`src/rtl/uart_rx_responder.sv`:
```
// Memory-mapped 8N1 UART receiver with 16x oversampling. It exposes RXD/CON registers on the
// CPU data bus and raises a registered level interrupt while a received byte is pending.
module uart_rx_responder #(
  parameter int unsigned CLK_HZ    = 100_000_000,
  parameter int unsigned BAUD      = 9600,
  parameter logic [31:0] BASE_ADDR = 32'h40000018
) (
  input  logic        clk_i,
  input  logic        reset_i,
  input  logic        rd_i,
  input  logic        wr_i,
  input  logic [31:0] addr_i,
  input  logic [31:0] wdata_i,
  output logic [31:0] rdata_o,
  input  logic        rx_i,
  output logic        irq_o
);
  localparam int unsigned DIV      = CLK_HZ / (BAUD * 16);
  localparam int unsigned CW       = (DIV > 1) ? $clog2(DIV) : 1;
  localparam logic [31:0] CON_ADDR = BASE_ADDR + 32'd4;

  typedef enum logic [1:0] {IDLE, START, DATA, STOP} state_e;

  state_e          state_q, state_d;
  logic [CW-1:0]   tcnt_q, tcnt_d;
  logic [3:0]      scnt_q, scnt_d;
  logic [2:0]      bidx_q, bidx_d;
  logic [7:0]      shreg_q, shreg_d;
  logic            rx_m_q, rx_s_q;
  logic [7:0]      rxd_q, rxd_d;
  logic            valid_q, valid_d, ovr_q, ovr_d, fe_q, fe_d;
  logic            ien_q, ien_d, irq_q, irq_d;
  logic            tick, byte_done, frame_bad;
  logic            sel_rxd, sel_con, rd_rxd, wr_con;
  logic            unused_bits;

  assign unused_bits = ^{wdata_i[31:4], wdata_i[0], addr_i[1:0]};

  assign tick = (tcnt_q == CW'(DIV - 1));

  always_comb begin
    state_d   = state_q;
    scnt_d    = scnt_q;
    bidx_d    = bidx_q;
    shreg_d   = shreg_q;
    byte_done = 1'b0;
    frame_bad = 1'b0;
    // Held at zero in IDLE, so the divider phase restarts as the FSM leaves it.
    tcnt_d    = (state_q == IDLE || tick) ? '0 : tcnt_q + 1'b1;
    case (state_q)
      IDLE: begin
        scnt_d = '0;
        bidx_d = '0;
        if (!rx_s_q) state_d = START;
      end
      START: if (tick) begin
        if (scnt_q == 4'd7) begin
          scnt_d  = '0;
          state_d = rx_s_q ? IDLE : DATA;
        end else scnt_d = scnt_q + 4'd1;
      end
      DATA: if (tick) begin
        scnt_d = scnt_q + 4'd1;
        if (scnt_q == 4'd15) begin
          shreg_d = {rx_s_q, shreg_q[7:1]};
          bidx_d  = bidx_q + 3'd1;
          if (bidx_q == 3'd7) state_d = STOP;
        end
      end
      STOP: if (tick) begin
        scnt_d = scnt_q + 4'd1;
        if (scnt_q == 4'd15) begin
          state_d   = IDLE;
          byte_done = rx_s_q;
          frame_bad = !rx_s_q;
        end
      end
      default: state_d = IDLE;
    endcase
  end

  assign sel_rxd = (addr_i[31:2] == BASE_ADDR[31:2]);
  assign sel_con = (addr_i[31:2] == CON_ADDR[31:2]);
  assign rd_rxd  = rd_i & sel_rxd;
  assign wr_con  = wr_i & sel_con;

  // Flag sets from the receiver take priority over CPU-side clears in the same cycle.
  always_comb begin
    rxd_d   = byte_done ? shreg_q : rxd_q;
    valid_d = byte_done | (valid_q & ~rd_rxd);
    ovr_d   = (byte_done & valid_q & ~rd_rxd) | (ovr_q & ~rd_rxd & ~(wr_con & wdata_i[2]));
    fe_d    = frame_bad | (fe_q & ~(wr_con & wdata_i[1]));
    ien_d   = wr_con ? wdata_i[3] : ien_q;
    irq_d   = ien_q & valid_q;
  end

  always_comb begin
    rdata_o = 32'd0;
    if (sel_rxd)      rdata_o = {24'd0, rxd_q};
    else if (sel_con) rdata_o = {28'd0, ien_q, ovr_q, fe_q, valid_q};
  end

  assign irq_o = irq_q;

  always_ff @(posedge clk_i) begin
    if (!reset_i) begin
      state_q <= IDLE;
      tcnt_q  <= '0;
      scnt_q  <= '0;
      bidx_q  <= '0;
      shreg_q <= '0;
      rx_m_q  <= 1'b1;
      rx_s_q  <= 1'b1;
      rxd_q   <= '0;
      valid_q <= 1'b0;
      ovr_q   <= 1'b0;
      fe_q    <= 1'b0;
      ien_q   <= 1'b0;
      irq_q   <= 1'b0;
    end else begin
      state_q <= state_d;
      tcnt_q  <= tcnt_d;
      scnt_q  <= scnt_d;
      bidx_q  <= bidx_d;
      shreg_q <= shreg_d;
      rx_m_q  <= rx_i;
      rx_s_q  <= rx_m_q;
      rxd_q   <= rxd_d;
      valid_q <= valid_d;
      ovr_q   <= ovr_d;
      fe_q    <= fe_d;
      ien_q   <= ien_d;
      irq_q   <= irq_d;
    end
  end
endmodule
```
`config.mk`:
```
export PLATFORM = sky130hd
export DESIGN_NAME = uart_rx_responder
export DESIGN_NICKNAME = d
export VERILOG_FILES = /design/src/rtl/uart_rx_responder.sv
export SDC_FILE = /design/constraint.sdc
export NUM_CORES = 1
export LEC_CHECK = 0
export CORE_ASPECT_RATIO = 0.8
export CORE_MARGIN = 2
export CORE_UTILIZATION = 25
export CTS_BUF_LIST = sky130_fd_sc_hd__clkbuf_8
export DETAILED_ROUTE_END_ITERATION = 10
export PLACE_DENSITY = 0.55
export REMOVE_ABC_BUFFERS = 1
export SYNTH_ARGS = -nofsm -noshare
export SYNTH_HDL_FRONTEND = slang
export SYNTH_SLANG_ARGS = --single-unit
```
`constraint.sdc`:
```
create_clock -name clk_i -period 3.9 [get_ports clk_i]
set_input_delay 0.78 -clock clk_i [delete_from_list [all_inputs] [get_ports clk_i]]
set_output_delay 0.78 -clock clk_i [all_outputs]
set_load 0.03 [all_outputs]
```
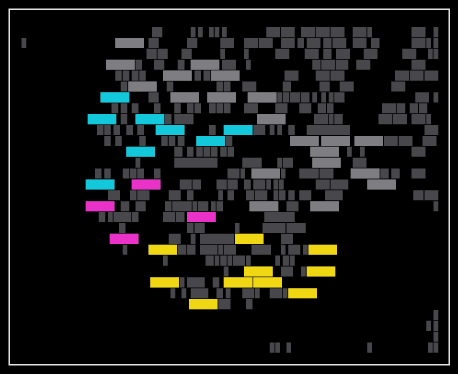
Figure 1: where the registers sit.
Drawn at 4 px/um. Other sequential cells in the stronger gray, the rest of the logic in the fainter gray.
legend:
  magenta:
    name_in_the_netlist: scnt_q
    placed_flops: 4
  cyan:
    name_in_the_netlist: shreg_q
    placed_flops: 8
  yellow:
    name_in_the_netlist: tcnt_q
    placed_flops: 10
    where: bottom middle

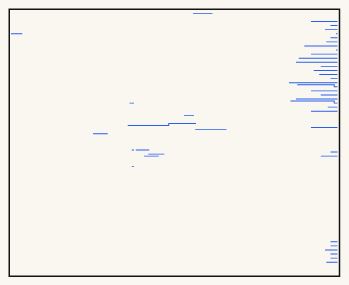
Figure 2: M3 wires.
Drawn at 3 px/um.
main direction: horizontal
wire length on this layer: 268 um
nets with wire on the layer: 39

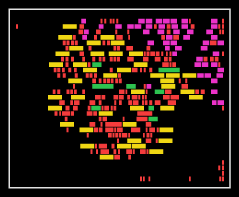
Figure 3: placement by cell class.
Drawn at 2 px/um.
legend:
  yellow:
    class: flops
    cells: 42
  green:
    class: clock drivers and dummy loads
    cells: 8
  magenta:
    class: other buffers and delay cells
    cells: 50
  red:
    class: combinational and other logic
    cells: 210
sequential cell area share: 29.6%
area of the core region: 8560 um2
Core Util, Final: 33.2%

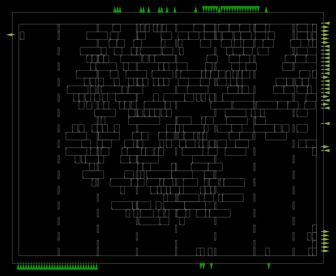
Figure 4: placed standard cells.
# rows: 30
tap cells: 112

==> results.rst <==
Metrics
=======

.. list-table::
   :header-rows: 1

   * - Metric
     - Value
   * - Detailed-route via count
     - 1943
   * - Pre-CTS WS
     - 143 ps
   * - Family with the most delay on the worst path
     - buffers and inverters
   * - First-pass GRT wire length
     - 7.62 mm
   * - Logic gate share of total power
     - 9.6%
   * - TritonCTS clock tree
     - yes
   * - Clk network pwr share
     - 43.8%
   * - Max incr delay on CP
     - 690 ps
   * - R2r endpoint
     - tcnt_q[4]$_SDFF_PP0_
   * - Number of antenna violations at the first check in global routing
     - 0
   * - Cell internal power dissipation
     - 0.727 mW
   * - Post-cts gate resize count
     - 0
   * - Cell count after synthesis
     - 265
   * - Sum of negative setup slack
     - 0 ps
   * - Average wire per cell in the routed design
     - 11.7 um
   * - Proportion of layout cells with a drive suffix above 1
     - 8.71%
   * - Worst Path Class, Setup
     - input port to output pin
   * - H-Tree Depth
     - 2
   * - Sink Count
     - 42
   * - Number of flip-flops and latches in the synthesized netlist
     - 42
   * - Number of DRC markers after the initial detailed-route iteration
     - 144
   * - Number of unique standard cell types used by synthesis
     - 50
   * - Critical path data required time
     - 3120 ps
   * - Max-slew violation count
     - 0
   * - DRC Markers
     - 0
   * - Post-Route Skew
     - 12.2 ps
   * - Global routing usage summed across all routing layers
     - 9.84%
   * - Total cells reported by yosys after synthesis
     - 265
   * - Time the worst path needs with I/O delays and setup
     - 3720 ps
   * - First-pass DRT Iterations
     - 4
   * - Endpoint, Worst Hold
     - rx_s_q$_SDFF_PN1_
   * - Top cell area share
     - 37.7%
   * - CP max-delay cell
     - clkdlybuf4s50_1
   * - Cts-stage hold buffer count
     - 0
   * - Critical path startpoint category
     - input port
   * - Switching power share of the total
     - 22.2%
   * - Post-synthesis sequential area ratio
     - 37.7%
   * - Leakage power summed over all cells
     - 0.989 nW
   * - Depth of the worst hold-timing path
     - 1
   * - Vias in the first global route
     - 1634
   * - Number of vias per cell
     - 4.60
   * - Final clock period utilization by the worst path
     - 95.4%
   * - Crit path cell chain
     - clkdlybuf4s50_1, nor4bb_1, nand4_1, or2_2, nor2_1, clkdlybuf4s50_1
   * - Number of cell instances on the worst register-to-register path
     - 4
   * - Cell seen most often among critical-path stages
     - clkdlybuf4s50_1
   * - Count of tool warnings
     - 57
   * - PD cells
     - 329 nW/um2
   * - Detailed Route WL
     - 4.93 mm
   * - Cell taking the most area after synthesis
     - dfxtp_1
   * - Number of buffers added by the clock tree synthesis step
     - 5
   * - Chip area line of the yosys report
     - 2230 um2
   * - Top post-synthesis cells by area
     - dfxtp_1 (38%), buf_4 (8.4%), a21oi_1 (5.4%), nand3_1 (5.2%), o21ai_0 (3.6%)
   * - Total of endpoints with negative setup slack in the final report
     - 0
   * - Flop-to-flop setup slack
     - 1870 ps
   * - Outcome
     - finished, final reports clean
   * - Mean post-synth cell area
     - 8.42 um2
   * - Setup repair after global routing missed its margin
     - no
   * - Capturing element type of the critical path
     - output pin
   * - Placed wire-length estimate
     - 3.74 mm
   * - Dominant register cell in the synthesized netlist
     - dfxtp_1
   * - Clock-pin slew reported for the worst setup and hold paths after clock tree synthesis
     - 80 ps
   * - Congestion Overflow GR
     - 0
   * - Clk Tree Root Cell
     - clkbuf_8
   * - Fraction of registers with async set or reset after synthesis
     - 0%
   * - Number of port buffers
     - 46
   * - Part of the total power dissipated in sequential elements
     - 46.6%
   * - Maximum buffer depth of the clock tree
     - 2
   * - Worst path arrival time
     - 2940 ps
   * - Final weighted congestion in routability-driven placement
     - 0.760
   * - Hold/Removal Path Class
     - flop to flop
   * - Post CTS Setup Buffer Count
     - 0
   * - Cell types with the highest counts after synthesis
     - dfxtp_1 (42), buf_4 (25), a21oi_1 (24)
   * - Highest clock frequency the design can meet
     - 269 MHz
   * - Number of synthesized flops with an enable pin
     - 0
   * - Post-synth design cell area
     - 2230 um2
   * - Slew of the pin with the lowest slew margin
     - 624 ps
   * - Count of max-cap constraint violations
     - 0
   * - Post-DRT Antenna Nets
     - 0
   * - Worst reg2reg path startpoint
     - tcnt_q[2]$_SDFF_PP0_
   * - Area Growth Syn to Fin
     - 27.2%
   * - Total die area
     - 9700 um2
   * - Number of warning messages in the yosys log
     - 0
   * - VDD IR max
     - 0.000149 V
   * - Top-Level Pins
     - 102
   * - Smallest setup slack after layout
     - 179 ps
   * - Net count of the finished layout
     - 383
   * - Die height
     - 88.5 um
   * - Largest driver fanout on the critical path
     - 8
   * - Diodes inserted
     - 0
   * - Switching Power
     - 0.207 mW
   * - Buffers plus inverters on the worst setup path
     - 2
   * - Count of endpoints failing hold in the final timing report
     - 0
   * - Hold_sp
     - rx_m_q$_SDFF_PN1_
   * - Width of the die
     - 110 um
   * - Initial Utilization
     - 26.1%
   * - Most frequently used cell type in the post-synthesis netlist
     - dfxtp_1
   * - Latest clock arrival within the worst-skew pair
     - 300 ps
   * - Pin count of the biggest net entering global routing
     - 23
   * - Relative slew margins
     - 58.3%
[metal layers]
layer  vias up  wire, um  global-route usage, %
met4         0        46                   3.45
met1       893      2500                   14.4
met5         -         0                      0
met3         6       268                   1.77
li1        994         -                      -
met2        50      2110                   14.4
[sequential cells by signal, summed over array words and instances (netlist names), named ones only]
name	count
rxd_q	8
ovr_q	1
ien_q	1
valid_q	1
tcnt_q	10
bidx_q	3
irq_o	1
state_q	1
rx_s_q	1
shreg_q	8
rx_m_q	1
scnt_q	4
fe_q	1
[worst max-delay path by stage]
stage / startpoint / end / slack, ps / cells past startpoint
global placement: addr_i[4] / rdata_o[3] / 200 / 6
floorplan: addr_i[21] / rdata_o[4] / 720 / 4
CTS: addr_i[4] / rdata_o[3] / 140 / 6
global route: addr_i[4] / rdata_o[3] / 70 / 6
detailed placement: addr_i[4] / rdata_o[3] / 140 / 6
finish: addr_i[4] / rdata_o[3] / 180 / 6
[power groups by stage]
stage / sequential (mW) / combinational, mW / clock (mW)
CTS: 0.435 / 0.0899 / 0.424
detailed placement: 0.445 / 0.0896 / 0
floorplan: 0.444 / 0.0434 / 0
global placement: 0.445 / 0.0891 / 0
global route: 0.436 / 0.0970 / 0.440
finish: 0.435 / 0.0899 / 0.409
[metrics by stage]
| step | hold WS [ps] | power, mW | area [um2] | instances |
|---|---|---|---|---|
| 3_5_place_dp | 393 | 0.535 | 2700 | 414 |
| 3_3_place_gp | 398 | 0.534 | 2700 | 414 |
| 4_1_cts | 416 | 0.948 | 2840 | 422 |
| 5_1_grt | 428 | 0.973 | 2840 | 422 |
| 2_1_floorplan | 386 | 0.487 | 2080 | 252 |
| 6_report | 412 | 0.934 | 2840 | 422 |
[kinds of logic after synthesis]
kind of cell / Yosys count / synth area share, %
AND/OR/NAND/NOR: 106 / 27.4
AND-OR/OR-AND: 56 / 14.7
buffers and inverters: 41 / 11.5
multiplexers: 5 / 2.24
other: 1 / 0.168
flip-flops: 42 / 37.7
XOR/XNOR: 9 / 3.53
adder cells (fa/ha/maj): 5 / 2.80
[area by class of cell]
type                            instances  area (um2)
Timing Repair Buffer                   50         480
Fill cell                             893        5720
Clock buffer                            5        68.8
Tap cell                              112         140
Multi-Input combinational cell        205        1220
Clock inverter                          3        68.8
Sequential cell                        42         841
Inverter                                5        18.8
[cell usage in the layout, fill, tap and decap left out, drive strengths merged, types with 6 or more instances in the layout]
master,synthesis,final
buf,27,8
clkdlybuf4s50,0,42
nand2,19,19
dfxtp,42,42
conb,1,24
xnor2,6,6
nor2,21,21
o21ai,17,17
nor3,7,7
nand3,23,23
a21oi,24,24
nor4,8,8
Power figures rest on the tool's default switching activity, not on a simulated workload.
